File: config.mk
export PLATFORM = sky130hd
export DESIGN_NAME = matrix_stream_writer
export DESIGN_NICKNAME = d
export VERILOG_FILES = /design/src/rtl/matrix_stream_writer.sv
export SDC_FILE = /design/constraint.sdc
export NUM_CORES = 1
export LEC_CHECK = 0
export CAP_MARGIN = 10
export CORE_UTILIZATION = 50
export DETAILED_ROUTE_END_ITERATION = 8
export PLACE_DENSITY = 0.77
export SLEW_MARGIN = 10
export SYNTH_ARGS = -nofsm -noshare
export SYNTH_HDL_FRONTEND = slang
export SYNTH_SLANG_ARGS = --single-unit
File: constraint.sdc
create_clock -name clk -period 4.9 [get_ports clk]
set_input_delay 0.49 -clock clk [delete_from_list [all_inputs] [get_ports clk]]
set_output_delay 0.49 -clock clk [all_outputs]
set_load 0.1 [all_outputs]
File: src/rtl/matrix_stream_writer.sv
// Writes one matrix (3 metadata words + row-major element stream) into a BRAM slot, optionally transposed.
// Latency: each BRAM write is registered one cycle after its issuing state/beat; backpressure via data_ready (DATA only).
module matrix_stream_writer #(
  parameter int BLOCK_SIZE = 1152,
  parameter int DATA_WIDTH = 32,
  parameter int ADDR_WIDTH = 14,
  parameter int NUM_SLOTS  = 8,
  parameter int MAX_DIM    = 32,
  localparam int IDW = (NUM_SLOTS > 1) ? $clog2(NUM_SLOTS) : 1
) (
  input  logic                  clk,
  input  logic                  rst_n,
  input  logic                  write_request,
  output logic                  write_ready,
  input  logic [IDW-1:0]        matrix_id,
  input  logic [7:0]            actual_rows,
  input  logic [7:0]            actual_cols,
  input  logic [63:0]           matrix_name,
  input  logic                  transpose,
  input  logic [DATA_WIDTH-1:0] data_in,
  input  logic                  data_valid,
  output logic                  data_ready,
  input  logic                  abort,
  output logic                  write_done,
  output logic                  write_error,
  output logic                  write_aborted,
  output logic                  bram_wr_en,
  output logic [ADDR_WIDTH-1:0] bram_addr,
  output logic [DATA_WIDTH-1:0] bram_din
);

  typedef enum logic [3:0] {
    IDLE, CHECK, META0, META1, META2, DATA, INVAL, DONE, ERR
  } state_t;

  state_t                state;
  logic [IDW-1:0]        id_q;
  logic [7:0]            rows_q;
  logic [7:0]            cols_q;
  logic [63:0]           name_q;
  logic                  tr_q;
  logic [ADDR_WIDTH-1:0] base_q;
  logic [7:0]            r_cnt;
  logic [7:0]            c_cnt;
  logic [ADDR_WIDTH-1:0] outer_off;
  logic [ADDR_WIDTH-1:0] inner_off;
  logic [ADDR_WIDTH-1:0] outer_step;
  logic [ADDR_WIDTH-1:0] inner_step;

  logic [15:0]           area;
  logic                  cfg_bad;
  logic                  beat;
  logic                  last_col;
  logic                  last_row;
  logic [ADDR_WIDTH-1:0] elem_addr;

  assign write_ready   = (state == IDLE);
  assign data_ready    = (state == DATA);
  assign write_done    = (state == DONE);
  assign write_error   = (state == ERR);
  assign write_aborted = (state == INVAL);

  assign area     = 16'(rows_q) * 16'(cols_q);
  assign cfg_bad  = (rows_q == 8'd0) || (cols_q == 8'd0) ||
                    ({24'd0, rows_q} > 32'(MAX_DIM)) ||
                    ({24'd0, cols_q} > 32'(MAX_DIM)) ||
                    (32'(id_q) >= 32'(NUM_SLOTS)) ||
                    (({16'd0, area} + 32'd3) > 32'(BLOCK_SIZE));

  assign beat      = data_valid && data_ready;
  assign last_col  = (c_cnt == cols_q - 8'd1);
  assign last_row  = (r_cnt == rows_q - 8'd1);
  // Element address = base + 3 + row offset + column offset; offsets are running sums, not products.
  assign elem_addr = base_q + ADDR_WIDTH'(3) + outer_off + inner_off;

  always_ff @(posedge clk) begin
    if (!rst_n) begin
      state      <= IDLE;
      id_q       <= '0;
      rows_q     <= '0;
      cols_q     <= '0;
      name_q     <= '0;
      tr_q       <= 1'b0;
      base_q     <= '0;
      r_cnt      <= '0;
      c_cnt      <= '0;
      outer_off  <= '0;
      inner_off  <= '0;
      outer_step <= '0;
      inner_step <= '0;
      bram_wr_en <= 1'b0;
      bram_addr  <= '0;
      bram_din   <= '0;
    end else begin
      bram_wr_en <= 1'b0;
      case (state)
        IDLE: begin
          if (write_request) begin
            id_q   <= matrix_id;
            rows_q <= actual_rows;
            cols_q <= actual_cols;
            name_q <= matrix_name;
            tr_q   <= transpose;
            state  <= CHECK;
          end
        end
        CHECK: begin
          base_q    <= ADDR_WIDTH'(32'(id_q) * 32'(BLOCK_SIZE));
          r_cnt     <= '0;
          c_cnt     <= '0;
          outer_off <= '0;
          inner_off <= '0;
          // Row-major: next row jumps by cols, next column by 1. Transposed: the reverse.
          outer_step <= tr_q ? ADDR_WIDTH'(1) : ADDR_WIDTH'(cols_q);
          inner_step <= tr_q ? ADDR_WIDTH'(rows_q) : ADDR_WIDTH'(1);
          state      <= cfg_bad ? ERR : META0;
        end
        META0: begin
          if (abort) begin
            state <= INVAL;
          end else begin
            bram_wr_en <= 1'b1;
            bram_addr  <= base_q;
            bram_din   <= DATA_WIDTH'({rows_q, cols_q, 16'd0});
            state      <= META1;
          end
        end
        META1: begin
          if (abort) begin
            state <= INVAL;
          end else begin
            bram_wr_en <= 1'b1;
            bram_addr  <= base_q + ADDR_WIDTH'(1);
            bram_din   <= DATA_WIDTH'(name_q[63:32]);
            state      <= META2;
          end
        end
        META2: begin
          if (abort) begin
            state <= INVAL;
          end else begin
            bram_wr_en <= 1'b1;
            bram_addr  <= base_q + ADDR_WIDTH'(2);
            bram_din   <= DATA_WIDTH'(name_q[31:0]);
            state      <= DATA;
          end
        end
        DATA: begin
          if (abort) begin
            state <= INVAL;
          end else if (beat) begin
            bram_wr_en <= 1'b1;
            bram_addr  <= elem_addr;
            bram_din   <= data_in;
            if (last_col) begin
              c_cnt     <= '0;
              inner_off <= '0;
              r_cnt     <= r_cnt + 8'd1;
              outer_off <= outer_off + outer_step;
              if (last_row) state <= DONE;
            end else begin
              c_cnt     <= c_cnt + 8'd1;
              inner_off <= inner_off + inner_step;
            end
          end
        end
        INVAL: begin
          // Zeroing the header word marks the slot as holding no valid matrix.
          bram_wr_en <= 1'b1;
          bram_addr  <= base_q;
          bram_din   <= '0;
          state      <= IDLE;
        end
        DONE:    state <= IDLE;
        ERR:     state <= IDLE;
        default: state <= IDLE;
      endcase
    end
  end

endmodule

==> images/clock_wires.png <==
Scale: 2 px per um.
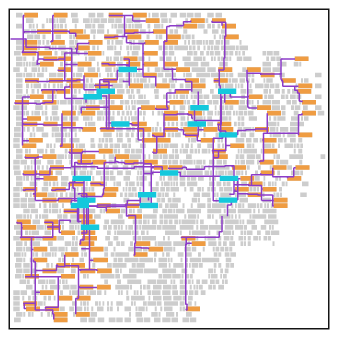
flip-flops: drawn in orange, count 198. clock wires: drawn in purple, length 2460 um. clock-net drivers: drawn in cyan, count 17.
There are 18 routed clock nets.
clk pwr: 1.49 mW
clk_lat worst skew: 0.45 ns

==> images/m3.png <==
Scale: 1.5 px per um.
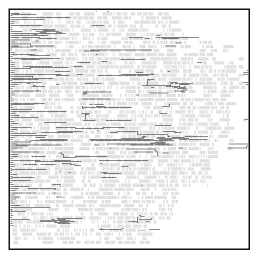
The layer carries 2560 um of wire. The wires run mostly horizontal.
Detailed Route WL: 34.23 mm
met3 usage in global routing: 5.262%
vias post-DR: 11150

==> out/results.ini <==
[outcome]
outcome = completed

[setup_path]
crit_path_max_fanout = 11
r2r_slack_ns = 0.24
crit_buf_inv = 3
r2r_cells = 16
crit_path_end = state[3]$_SDFFE_PN0P_
worstSetupPathType = reg2reg
cp-start-kind = register
cp_slowest_cell = fa_1
cp_slowest_stage_delay_ns = 0.55
worstSetupPathDepth = 16
end_kind = register

[routing]
vias_per_cell = 5.684
met1_length_mm = 14.73
drc = 0
dr_wl_met2_mm = 16.30
met3_length_mm = 2.563

[finish]
top_regs = name_q (64), bram_din (32)
finalInstanceArea_um2 = 15030
nets = 1872
buf_share_pct = 13.29
fill_cells = 2099
syn_to_final_growth_pct = 21.93
clkCellAreaFrac_pct = 4.247
num-clock-buffers = 17
drive_above_1_share_pct = 8.430
sh_comb_area_pct = 51.43
flops = 198
diodes = 0
num-nonclk-inverters = 75
largest_class = multi-input combinational cells
comb_area_um2 = 7727

[pwr]
p_per_area_nw_per_um2 = 315.0
combPwrFrac_pct = 28.8
p_int_mw = 2.965
switching_power_mw = 1.768
pg_comb_mw = 1.36
clock_power_share_pct = 31.6
switching_share_pct = 37.35

[cts]
hold_buffers = 0
cts_setup_buffers = 0
cts-root-buf = clkbuf_16
clkTransAtPathRegs_ns = 0.08
cts_tree = built
cts_sinks = 198

[logic_synthesis]
synth_area_um2 = 12320
synthMuxAreaShare_pct = 3.330
yosys_cells = 1496
top_area_cell = dfxtp_1
ys_sh_aoi_pct = 16.25
ys_sh_xor_pct = 4.945
yosysWarningCount = 0
synth-edff-count = 0
synth_nets = 1744

[timing]
fmax_mhz = 214.6
fin_crit_ns = 4.660
period_used_pct = 95.10
setup_viol = 0
fin_hold_ws_ns = 0.4565
hold_viol = 0

[worst_hold_path]
worstHoldStart = name_q[30]$_SDFFE_PN0P_
holdPathStages = 2
hold_class = reg2reg
min_to = name_q[30]$_SDFFE_PN0P_

[global_routing]
grt.met2_usage_pct = 45.47
grt_overflow = 0
top_usage_layer = met2
use_met1_pct = 35.71
grt_pass1_vias = 10670
grt_antenna_before_repair = 0

[place]
gp_congestion = 0.9350
pre_cts_slack_ns = 0.09694
place_area_um2 = 14340
placedCellCount = 1929

[floorplanning]
nWellTaps = 324
die_x_um = 159.0
die_h_um = 159.0
die-area_um2 = 25280

==> images/layers.png <==
Scale: 1.5 px per um.
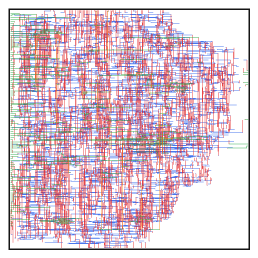
M1: drawn in blue, wire length 14700 um. M3: drawn in green, wire length 2560 um. M2: drawn in red, wire length 16300 um. M4: drawn in orange, wire length 634 um.
Wirelength per Cell: 17.46 um
total track usage: 27.15%

==> images/ff_map.png <==
Scale: 1.5 px per um.
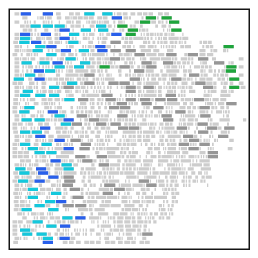
bram_din: drawn in blue, flops 32, where a column on the left. bram_addr: drawn in green, flops 14. name_q: drawn in cyan, flops 64, where a column on the left.
FF+latch area: 3974 um^2
flop share of the area: 26.45%
Seq. pwr: 1.88 mW

Power is estimated from default activity; no workload was simulated.
